**Run 1: signal wires on met1**

(8 px per micron) Supply wires on this layer in gray. Cells faint in the background.
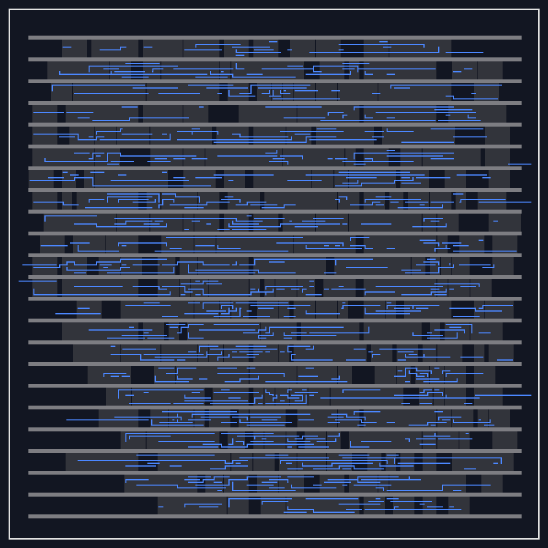
**Run 1: signal wires on met2**

(8 px per micron)
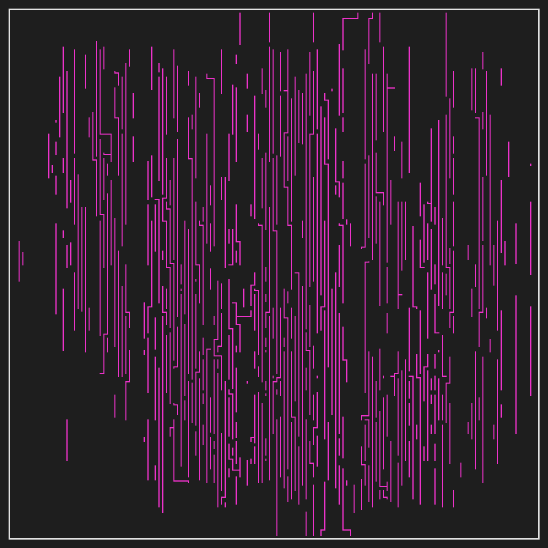
**Run 1: met3 routing**

(8 px per micron) Cells faint in the background.
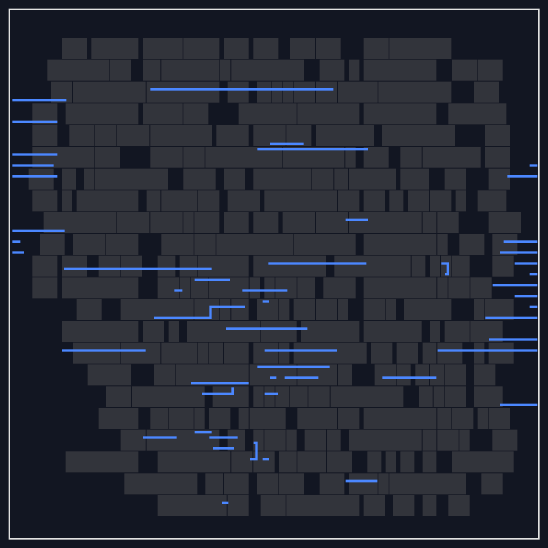
**Run 1: the metal 4 layer**

(6 px per micron) Supply wires on this layer in gray. Cells faint in the background.
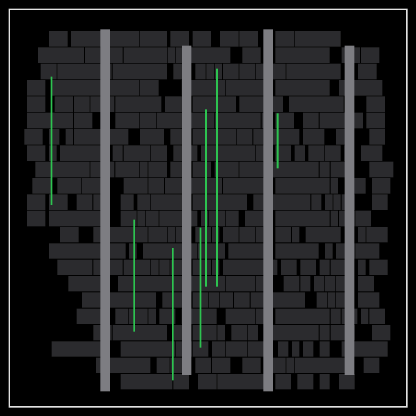
$ cat config.mk
export PLATFORM = sky130hd
export DESIGN_NAME = fetch_sequencer_flat
export DESIGN_NICKNAME = d
export VERILOG_FILES = /design/src/rtl/fetch_sequencer_if.sv /design/src/rtl/fetch_sequencer.sv /design/src/flat_wrapper.sv
export SDC_FILE = /design/constraint.sdc
export NUM_CORES = 1
export LEC_CHECK = 0
export CORE_MARGIN = 2
export CORE_UTILIZATION = 46
export CTS_CLUSTER_DIAMETER = 100
export DETAILED_ROUTE_END_ITERATION = 16
export MAX_ROUTING_LAYER = met4
export PLACE_DENSITY = 0.87
export SYNTH_ARGS = -nofsm -noshare
export SYNTH_HDL_FRONTEND = slang
export SYNTH_SLANG_ARGS = --single-unit
$ cat constraint.sdc
create_clock -name clk -period 1.7 [get_ports clk]
set_input_delay 0.425 -clock clk [delete_from_list [all_inputs] [get_ports clk]]
set_output_delay 0.425 -clock clk [all_outputs]
set_load 0.02 [all_outputs]
$ cat src/rtl/fetch_sequencer_if.sv
// Handshake bundle between the fetch sequencer and its surroundings.
// The slave side is the sequencer; the master side drives decode/memory status.
interface fetch_sequencer_if;
  logic        imem_ack;
  logic        hazard;
  logic        br_valid;
  logic        br_taken;
  logic        jmp_valid;
  logic        halt_req;
  logic        resume;
  logic        imem_req;
  logic        stall;
  logic [1:0]  pc_source;
  logic        flush;
  logic [1:0]  state;
  logic        mem_err;
  logic [15:0] redirect_count;

  modport master (
    output imem_ack, hazard, br_valid, br_taken, jmp_valid, halt_req, resume,
    input  imem_req, stall, pc_source, flush, state, mem_err, redirect_count
  );

  modport slave (
    input  imem_ack, hazard, br_valid, br_taken, jmp_valid, halt_req, resume,
    output imem_req, stall, pc_source, flush, state, mem_err, redirect_count
  );
endinterface

$ cat src/rtl/fetch_sequencer.sv
// Fetch-stage sequencer: steers the PC mux, holds the PC on stalls, and keeps
// one pending redirect until the fetch that applies it is accepted.
module fetch_sequencer #(
  parameter int unsigned FLUSH_CYCLES = 2,
  parameter int unsigned MEM_TIMEOUT  = 15
) (
  input  logic              clk,
  input  logic              rst,
  fetch_sequencer_if.slave  bus
);

  typedef enum logic [1:0] {
    ST_FETCH = 2'd0,
    ST_WAIT  = 2'd1,
    ST_FLUSH = 2'd2,
    ST_HALT  = 2'd3
  } state_e;

  localparam logic [2:0] FLUSH_LAST = 3'(FLUSH_CYCLES - 1);
  localparam logic [7:0] WAIT_LAST  = 8'(MEM_TIMEOUT - 1);

  state_e      state_q, state_d;
  logic        pend_valid_q, pend_valid_d;
  logic [1:0]  pend_src_q, pend_src_d;
  logic [7:0]  wait_cnt_q, wait_cnt_d;
  logic [2:0]  flush_cnt_q, flush_cnt_d;
  logic        mem_err_q, mem_err_d;
  logic [15:0] redirect_count_q, redirect_count_d;

  logic [1:0]  redir_src;
  logic        advance;
  logic [1:0]  pc_src;

  // PC-side decisions; the PC samples these on the same edge, so no register
  always_comb begin
    redir_src = 2'd0;
    pc_src    = 2'd0;
    if (bus.jmp_valid) begin
      redir_src = 2'd2;
    end else if (bus.br_valid && bus.br_taken) begin
      redir_src = 2'd1;
    end else begin
      redir_src = 2'd0;
    end
    advance = (state_q == ST_FETCH) && bus.imem_ack && !bus.hazard && !bus.halt_req;
    if (advance) begin
      if (pend_valid_q) begin
        pc_src = pend_src_q;
      end else begin
        pc_src = redir_src;
      end
    end else begin
      pc_src = 2'd0;
    end
  end

  // Next-state, pending capture and counters
  always_comb begin
    state_d          = state_q;
    pend_valid_d     = pend_valid_q;
    pend_src_d       = pend_src_q;
    wait_cnt_d       = wait_cnt_q;
    flush_cnt_d      = flush_cnt_q;
    mem_err_d        = mem_err_q;
    redirect_count_d = redirect_count_q;

    // Only the first redirect is kept; anything after it is wrong-path
    if (advance) begin
      pend_valid_d = 1'b0;
      pend_src_d   = 2'd0;
    end else if (!pend_valid_q && (redir_src != 2'd0)) begin
      pend_valid_d = 1'b1;
      pend_src_d   = redir_src;
    end else begin
      pend_valid_d = pend_valid_q;
    end

    case (state_q)
      ST_FETCH: begin
        if (bus.halt_req) begin
          state_d = ST_HALT;
        end else if (!bus.imem_ack) begin
          state_d    = ST_WAIT;
          wait_cnt_d = 8'd0;
        end else if (bus.hazard) begin
          state_d = ST_FETCH;
        end else if (pc_src != 2'd0) begin
          state_d     = ST_FLUSH;
          flush_cnt_d = 3'd0;
          if (redirect_count_q != 16'hFFFF) begin
            redirect_count_d = redirect_count_q + 16'd1;
          end else begin
            redirect_count_d = redirect_count_q;
          end
        end else begin
          state_d = ST_FETCH;
        end
      end
      ST_WAIT: begin
        if (bus.imem_ack) begin
          state_d = ST_FETCH;
        end else if (wait_cnt_q == WAIT_LAST) begin
          state_d    = ST_HALT;
          mem_err_d  = 1'b1;
          wait_cnt_d = 8'd0;
        end else begin
          wait_cnt_d = wait_cnt_q + 8'd1;
        end
      end
      ST_FLUSH: begin
        if (flush_cnt_q == FLUSH_LAST) begin
          state_d     = ST_FETCH;
          flush_cnt_d = 3'd0;
        end else begin
          flush_cnt_d = flush_cnt_q + 3'd1;
        end
      end
      ST_HALT: begin
        if (bus.resume) begin
          state_d = ST_FETCH;
        end else begin
          state_d = ST_HALT;
        end
      end
      default: begin
        state_d = ST_FETCH;
      end
    endcase
  end

  // State and counter registers
  always_ff @(posedge clk or posedge rst) begin
    if (rst) begin
      state_q          <= ST_FETCH;
      pend_valid_q     <= 1'b0;
      pend_src_q       <= 2'd0;
      wait_cnt_q       <= 8'd0;
      flush_cnt_q      <= 3'd0;
      mem_err_q        <= 1'b0;
      redirect_count_q <= 16'd0;
    end else begin
      state_q          <= state_d;
      pend_valid_q     <= pend_valid_d;
      pend_src_q       <= pend_src_d;
      wait_cnt_q       <= wait_cnt_d;
      flush_cnt_q      <= flush_cnt_d;
      mem_err_q        <= mem_err_d;
      redirect_count_q <= redirect_count_d;
    end
  end

  assign bus.stall          = !advance;
  assign bus.pc_source      = pc_src;
  assign bus.imem_req       = (state_q == ST_FETCH) || (state_q == ST_WAIT);
  assign bus.flush          = (state_q == ST_FLUSH);
  assign bus.state          = state_q;
  assign bus.mem_err        = mem_err_q;
  assign bus.redirect_count = redirect_count_q;

endmodule

$ cat src/flat_wrapper.sv
// flat-port wrapper written by rule: the top's interface ports become plain ports
module fetch_sequencer_flat 
#(
  parameter int unsigned FLUSH_CYCLES = 2,
  parameter int unsigned MEM_TIMEOUT  = 15
)
  (clk, rst, bus_imem_ack, bus_hazard, bus_br_valid, bus_br_taken, bus_jmp_valid, bus_halt_req, bus_resume, bus_imem_req, bus_stall, bus_pc_source, bus_flush, bus_state, bus_mem_err, bus_redirect_count);
  fetch_sequencer_if bus_i ();
  input  logic clk;
  input  logic rst;
  input wire logic [$bits(bus_i.imem_ack)-1:0] bus_imem_ack;
  input wire logic [$bits(bus_i.hazard)-1:0] bus_hazard;
  input wire logic [$bits(bus_i.br_valid)-1:0] bus_br_valid;
  input wire logic [$bits(bus_i.br_taken)-1:0] bus_br_taken;
  input wire logic [$bits(bus_i.jmp_valid)-1:0] bus_jmp_valid;
  input wire logic [$bits(bus_i.halt_req)-1:0] bus_halt_req;
  input wire logic [$bits(bus_i.resume)-1:0] bus_resume;
  output wire logic [$bits(bus_i.imem_req)-1:0] bus_imem_req;
  output wire logic [$bits(bus_i.stall)-1:0] bus_stall;
  output wire logic [$bits(bus_i.pc_source)-1:0] bus_pc_source;
  output wire logic [$bits(bus_i.flush)-1:0] bus_flush;
  output wire logic [$bits(bus_i.state)-1:0] bus_state;
  output wire logic [$bits(bus_i.mem_err)-1:0] bus_mem_err;
  output wire logic [$bits(bus_i.redirect_count)-1:0] bus_redirect_count;
  assign bus_i.imem_ack = bus_imem_ack;
  assign bus_i.hazard = bus_hazard;
  assign bus_i.br_valid = bus_br_valid;
  assign bus_i.br_taken = bus_br_taken;
  assign bus_i.jmp_valid = bus_jmp_valid;
  assign bus_i.halt_req = bus_halt_req;
  assign bus_i.resume = bus_resume;
  assign bus_imem_req = bus_i.imem_req;
  assign bus_stall = bus_i.stall;
  assign bus_pc_source = bus_i.pc_source;
  assign bus_flush = bus_i.flush;
  assign bus_state = bus_i.state;
  assign bus_mem_err = bus_i.mem_err;
  assign bus_redirect_count = bus_i.redirect_count;
  fetch_sequencer #(.FLUSH_CYCLES(FLUSH_CYCLES), .MEM_TIMEOUT(MEM_TIMEOUT)) u_core (.clk(clk), .rst(rst), .bus(bus_i));
endmodule
==> run summary, run 1 <==
yosys + openroad results -> tightest hold margin 0.4855 ns, DRC violation count after routing 0, nets in the synthesized netlist 184, Synth Cell Area 1769 sq um, met3 Resource Use GR 7.325%, clock slew at the register clock pins of the worst setup and hold paths 0.07 ns, flop-to-flop setup slack -0.09 ns, clk pwr 0.663 mW, worst IR drop on VDD 0.7884 mV, Data arrival, critical path 1.39 ns, Crit Path Class reg -> out, TritonCTS clock tree built, vias per std cell 5.554, sort of element at the start of the critical path register, Unique masters post-synth ~40, crit path from u_core.bus.state[0]$_DFFE_PP0P_, num rows 22, ys async rst share 100.0%, internal power of the cells 1.899 mW, top logic cells by instance count in the layout 46 x sky130_fd_sc_hd__buf_4, 27 x sky130_fd_sc_hd__dfrtp_1, 22 x sky130_fd_sc_hd__dlygate4sd2_1, standard cell with the maximum stage delay on the critical path sky130_fd_sc_hd__dfrtp_2, critical path fanouts, max 3, pin count of the biggest net entering global routing 34, number of placed cells counting well taps 287, most frequently placed logic cell in the final layout sky130_fd_sc_hd__buf_4, worst slack at placement -0.7694 ns, worst path required time 1.27 ns, nets 277, met2 global-route usage a little under half, FF+latch count, synth 33, final tally of hold violations 0, busiest layer in global routing met2, DIE AREA 4358 sq um, post-route setup slack -0.1103 ns, number of standard cells after synthesis 172, biggest area contributors in the synthesized netlist sky130_fd_sc_hd__dfrtp_1 47%, sky130_fd_sc_hd__xor2_1 7.4%, sky130_fd_sc_hd__nor2_1 4.2%, quantity of I/O buffers inserted on ports 32, number of cells on the critical path 4, area share, top type a little under half, number of I/O pins 33, Finished Cell Area 2965 sq um, half-perimeter wire length after detailed placement 3.029 mm, critical path endpoint bus_pc_source[1], Clk pwr share 22.0%, Lkg Pwr 1.408 nW, Die Ht 66.02 microns, PnR Total Power 3.016 mW, cell family contributing the most delay on the critical path flip-flops, switching power 1.117 mW, Buf/Inv on CP 2, CTS root buf sky130_fd_sc_hd__clkbuf_8, Horiz. Die Dim 66.02 microns, RSZ-0062 raised after global routing true, # Cells Yosys 172, Core Box Area 3689 sq um, Tmin final 1.810 ns, power consumed by sequential cells 1.10 mW, count of tool warnings 30, total vias in the final route 1744, Max Clock Skew 0.007624 ns, Syn Area/Cell around 10 sq um, Most used DFF post-synth sky130_fd_sc_hd__dfrtp_1, worst-margin pin slew ~0.49 ns, number of hold buffers added after cts 0, wire length of the first global-routing pass 8.376 mm, number of antenna violations at the first check in global routing 0, count of max-cap constraint violations 0, Post-Layout Cell Count 314, via count of the first global-routing pass 1730, Yosys Chip Area between 1500 and 2000 sq um, post-detailed-route wirelength per cell 18.31 microns, type of the tightest min-delay check in -> async, layout-stage area growth over the synthesis result 67.61%, Clock H-tree levels 2, Setup violations, final 15, met1 Track Usage GR roughly 29%, Post-Route WL ~5.7 mm, remaining global-route overflow 0, depth of the worst register-to-register path 8, layout cell share with drive strength beyond 1 41.35%, sequential fraction of the synthesis area 46.68%, reg-to-reg critical path endpoint u_core.bus.redirect_count[14]$_DFFE_PP0P_, crit-path cells nor4_4 > inv_2 > a21oi_2 > buf_4, post-placement cell area approximately 2500 sq um, diode insertion count for antenna repair 0, combinational group power 1.25 mW, Max Buffers Root-to-Sink 2, Setup Total Neg Slack -0.7633 ns, Worst Setup End Kind primary output, Synthesis Warnings 0, starting density of the core between 40% and 50%, global placer's final weighted congestion 0.7824, headroom to the max-slew limit 67.20%, pwr/cell area between 1000 and 1500 nW/um^2, Skew-Pair Late Insertion Delay 0.30 ns, DRT Pass-1 Iters 4, cell taking the most area after synthesis sky130_fd_sc_hd__dfrtp_1, largest power group combinational logic, failing checks setup timing, relative contribution of combinational cells to total power 41.6%, EDFF count, synth 0, 1st-iter DRT viols 84, Period Utilization, post-route 106.5%, run status finished with violations, Util after Layout 80.39%, net switching share of the total power 37.04%, Detail Route Antenna Nets 0, Clock Sinks 33, Num CTS Buffers 5, sequential group share of total power 36.4%, delay contributed by the slowest stage of the critical path 0.42 ns, Reg-to-Reg Start u_core.bus.state[0]$_DFFE_PP0P_, peak clock frequency supported by timing roughly 0.55 GHz
## Picture notes: 'signal wires on met1'
share of all routed wire: 39%
longest straight run: 19.8 microns

## Picture notes: 'signal wires on met2'
nets with wire on the layer: 264
longest straight run: 31.8 microns
wire length on this layer: 3080 microns
share of all routed wire: 54%

## Picture notes: 'met3 routing'
nets with wire on the layer: 41
share of all routed wire: 4.6%

## Picture notes: 'the metal 4 layer'
main direction: vertical
nets with wire on the layer: 7

run 1: synth_stat cells, drive strengths merged (2+ instances only):
| master | instances |
|---|---|
| or2b | 2 |
| nor3 | 5 |
| dfrtp | 33 |
| a21oi | 8 |
| ha | 3 |
| xor2 | 15 |
| inv | 9 |
| and3 | 2 |
| nor4 | 10 |
| xnor2 | 5 |
| nand3 | 8 |
| nor2 | 21 |
| buf | 2 |
| or3 | 2 |
| o21ai | 7 |
| a21o | 2 |
| a211oi | 2 |
| and4 | 2 |
| nand2b | 3 |
| nand4 | 6 |
| nand2 | 12 |
| nor3b | 2 |
run 1: area by class of cell:
cell class,count,area (sq um)
fill,225,723.2
tap,48,60.06
sequential,33,833.3
clock buffer,7,96.34
multi-input combinational,127,1121
clock inverter,1,5.005
timing repair buffer,89,815.8
inverter,9,33.78
run 1: kinds of logic (layout without fill, tap and decap cells):
| group | after synthesis | after routing | share of synthesized area (%) |
|---|---|---|---|
| compound gates | 23 | 23 | 7.709 |
| xor+xnor | 20 | 20 | 10.33 |
| fa+ha+maj | 3 | 3 | 2.122 |
| buf+inv | 12 | 106 | 3.465 |
| flops | 33 | 33 | 46.68 |
| mux | 1 | 1 | 0.6364 |
| simple gates | 80 | 80 | 29.07 |
run 1: state kept, by name, summed over array words and instances, names as in the netlist:
name                       count
u_core.bus.redirect_count     16
u_core.wait_cnt_q              8
u_core.flush_cnt_q             3
u_core.bus.state               2
u_core.pend_src_q              2
u_core.bus.mem_err             1
u_core.pend_valid_q            1
run 1: what timing repair did:
action,4_1_cts,5_1_grt
gates resized,72,18
gates cloned,1,0
setup buffers,6,15
setup endpoints to repair,42,27
pin swaps,32,21
run 1: routing by layer:
metal / up-vias / routed length [microns]
met5: - / 0
met4: 0 / 155
met3: 15 / 264
met2: 68 / 3079
met1: 864 / 2250
li1: 797 / -
==> run 2: changes to the inputs <==
--- a/config.mk
+++ b/config.mk
@@ -5,8 +5,10 @@
 export SDC_FILE = /design/constraint.sdc
 export NUM_CORES = 1
 export LEC_CHECK = 0
+export CELL_PAD_IN_SITES_DETAIL_PLACEMENT = 0
+export CELL_PAD_IN_SITES_GLOBAL_PLACEMENT = 1
 export CORE_MARGIN = 2
-export CORE_UTILIZATION = 46
+export CORE_UTILIZATION = 36
 export CTS_CLUSTER_DIAMETER = 100
 export DETAILED_ROUTE_END_ITERATION = 16
 export MAX_ROUTING_LAYER = met4
**Run 2: routed clock nets over the placement**

(4 px per micron)
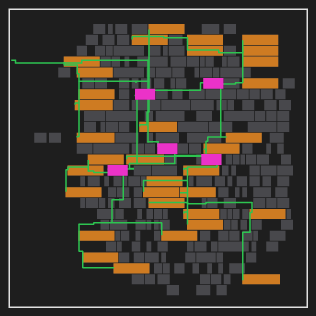
legend:
  clock-net drivers:
    color: magenta
    count: 5
  clock wires:
    color: green
    length: 469 microns
  flip-flops:
    color: orange
    count: 33
routed clock nets: 6

==> run summary, run 2 <==
yosys + openroad results -> switching power 1.046 mW (-6.4%), clock-cell share of area 2.954% (-0.46 points), nets 265 (-4.3%), Detail Route Antenna Nets 0 (unchanged), number of hold buffers added after cts 0 (unchanged), EDFF count, synth 0 (unchanged), Setup Total Neg Slack -1.012 ns (-0.2487 ns), Horiz. Die Dim 74.11 microns (+12%), DRC violation count after routing 0 (unchanged), simple-gate area share of the yosys netlist 29.07% (unchanged), flip-flop count of the largest register after layout 16 (unchanged), top logic cells by instance count in the layout 36 x sky130_fd_sc_hd__buf_4, 28 x sky130_fd_sc_hd__dfrtp_1, 22 x sky130_fd_sc_hd__dlygate4sd2_1, worst slack at placement -0.7668 ns (+0.002565 ns), FF+latch count, synth 33 (unchanged), Post-Route WL 4.216 mm (-27%), sequential standard cell area 832.0 sq um (-0.15%), Synthesis Warnings 0 (unchanged), quantity of I/O buffers inserted on ports 32 (unchanged), Tmin final 1.910 ns (+0.09933 ns), flip-flop and latch share of the layout cell area 29.77% (+1.7 points), internal power of the cells 1.797 mW (-5.4%), critical path fanouts, max 3 (unchanged), Lkg Pwr 1.308 nW (-7.1%), 1st-iter DRT viols 95 (+13%), vias per std cell 4.913 (-12%), area fraction in xor and xnor cells 10.33% (unchanged), Top class by area combinational gates, half-perimeter wire length after detailed placement 2.831 mm (-6.6%), Crit Path Class reg -> out, layout cell share with drive strength beyond 1 37.01% (-4.3 points), count of max-cap constraint violations 0 (unchanged), Most used DFF post-synth sky130_fd_sc_hd__dfrtp_1, sequential group share of total power 38.5% (+2.1 points), diode insertion count for antenna repair 0 (unchanged), num rows 25 (+14%), number of flip-flops and latches 33 (unchanged), ao+oa area frac 7.709% (unchanged), number of I/O pins 33 (unchanged), total vias in the final route 1577 (-9.6%), # Cells Yosys 172 (unchanged), worst path required time 1.27 ns (about the same), sort of element at the start of the critical path register, Synth Cell Area 1769 sq um (unchanged), most frequently placed logic cell in the final layout sky130_fd_sc_hd__buf_4, max-slew violations 0, Clk pwr share 20.1% (-1.9 points), fraction of area in multi-input gates 38.50% (+0.69 points), Post-Layout Cell Count 321 (+2.2%), global placer's final weighted congestion 0.7423 (-5.1%), type of the tightest min-delay check reg -> reg, remaining global-route overflow 0 (unchanged), #MultiIn Comb 127 (unchanged), pin count of the biggest net entering global routing 34 (unchanged), tightest hold margin 0.4680 ns (-0.01744 ns), gr usage total 17.49%, Adders+Majority by Area 2.122% (unchanged), crit path from u_core.bus.state[1]$_DFFE_PP0P_, Syn Area/Cell 10.29 sq um (unchanged), Util after Layout 59.18% (-21 points), Max Buffers Root-to-Sink 2 (unchanged), Combinational Area 1076 sq um (-4.0%), count of tool warnings 30 (unchanged), number of placed cells counting well taps 306 (+6.6%), Worst Setup End Kind primary output, pwr/cell area 1017 nW/um^2 (about the same), fraction of area in non-clock buffers 24.57% (-2.9 points), layout-stage area growth over the synthesis result 57.99%, Period Utilization, post-route 112.3% (+5.8 points), cell taking the most area after synthesis sky130_fd_sc_hd__dfrtp_1, clock slew at the register clock pins of the worst setup and hold paths 0.07 ns (about the same), net switching share of the total power 36.79% (-0.25 points), peak clock frequency supported by timing 0.5237 GHz (-5.2%), Skew-Pair Late Insertion Delay 0.28 ns (-0.02 ns), Plain + repair buffers 77 (-13%), clock buffers 6 (-1), biggest area contributors in the synthesized netlist sky130_fd_sc_hd__dfrtp_1 47%, sky130_fd_sc_hd__xor2_1 7.4%, sky130_fd_sc_hd__nor2_1 4.2%, number of antenna violations at the first check in global routing 0 (unchanged), largest non-sequential cell family by area simple AND/OR/NAND/NOR gates, filler cell count in the final layout 389 (+73%), Clock H-tree levels 2 (unchanged), post-placement cell area 2557 sq um (+1.4%), starting density of the core 37.46% (-11 points), Core Box Area 4723 sq um (+28%), Finished Cell Area 2795 sq um (-5.7%), run status finished with violations, Clock Sinks 33 (unchanged), number of standard cells after synthesis 172 (unchanged), DRT Pass-1 Iters 4 (unchanged), PnR Total Power 2.843 mW (-5.8%), RSZ-0062 raised after global routing true, count leader, synth sky130_fd_sc_hd__dfrtp_1, area share, top type 46.68% (unchanged), Unique masters post-synth 40 (unchanged), Mux cell area share 0.6365% (unchanged), nets in the synthesized netlist 184 (unchanged), DIE AREA 5492 sq um (+26%), worst IR drop on VDD 0.4191 mV (-47%), sequential fraction of the synthesis area 46.68% (unchanged), via count of the first global-routing pass 1556 (-10%), Num CTS Buffers 5 (unchanged), post-detailed-route wirelength per cell 13.13 microns (-28%), Max Clock Skew 0.006080 ns (-0.001544 ns), Yosys Chip Area 1769 sq um (unchanged), failing checks setup timing, Commonest cells post-synth 33 x sky130_fd_sc_hd__dfrtp_1, 20 x sky130_fd_sc_hd__nor2_1, 15 x sky130_fd_sc_hd__xor2_1, Die Ht 74.11 microns (+12%), Reg-to-Reg Start u_core.bus.redirect_count[0]$_DFFE_PP0P_, TritonCTS clock tree built, CTS root buf sky130_fd_sc_hd__clkbuf_8, Well Taps 67 (+40%), ys async rst share 100.0% (unchanged), headroom to the max-slew limit 68.40% (+1.2 points), final tally of hold violations 0 (unchanged), relative contribution of combinational cells to total power 41.4% (-0.2 points), worst-margin pin slew 0.4723 ns (-0.01784 ns), wire length of the first global-routing pass 7.148 mm (-15%), Data arrival, critical path 1.48 ns (+0.09 ns), post-route setup slack -0.2096 ns (-0.09933 ns), non-clock inverter count 9 (unchanged), startpoint of the most critical hold path u_core.bus.mem_err$_DFFE_PP0P_, Setup violations, final 11 (-4)
[run 2: worst paths after layout]
| check | slack (ns) | endpoint | cells past startpoint |
|---|---|---|---|
| max | -0.21 | bus_pc_source[1] | 5 |
| min | 0.47 | u_core.bus.mem_err$_DFFE_PP0P_ | 1 |
| max reg2reg | -0.12 | u_core.bus.redirect_count[10]$_DFFE_PP0P_ | 5 |
| min reg2reg | 0.47 | u_core.bus.mem_err$_DFFE_PP0P_ | 1 |
| max in group asynchronous | 1.02 | u_core.bus.redirect_count[1]$_DFFE_PP0P_ | 3 |
| min in group asynchronous | 0.49 | u_core.bus.redirect_count[11]$_DFFE_PP0P_ | 3 |
[run 2: power by group through the flow]
stage / combinational, mW / sequential (mW) / clock, mW
3_5_place_dp: 1.11 / 1.10 / 0
2_1_floorplan: 0.530 / 1.17 / 0
3_3_place_gp: 1.10 / 1.09 / 0
4_1_cts: 1.10 / 1.08 / 0.585
6_report: 1.18 / 1.09 / 0.572
5_1_grt: 1.29 / 1.12 / 0.626
[run 2: per-layer routing]
metal	track usage [%]	wire [microns]	vias to the layer above
met5	-	0	-
met4	6.061	72	0
met3	4.472	201	8
met2	26.79	2033	40
met1	22.56	1908	762
li1	-	-	767
[run 2: worst max-delay path, cell delays in order, from the launching register on]
cell	delay, ns
sky130_fd_sc_hd__dfrtp_1	0.38
sky130_fd_sc_hd__nand2b_4	0.15
sky130_fd_sc_hd__nor4_4	0.32
sky130_fd_sc_hd__inv_2	0.11
sky130_fd_sc_hd__a21oi_2	0.11
sky130_fd_sc_hd__buf_4	0.14
[run 2: repair_timing]
| action | in CTS | in global routing |
|---|---|---|
| pin swaps | 24 | 15 |
| gates resized | 61 | 14 |
| endpoints found under the setup margin | 40 | 23 |
| setup buffers | 4 | 5 |
Power is estimated from default activity; no workload was simulated.
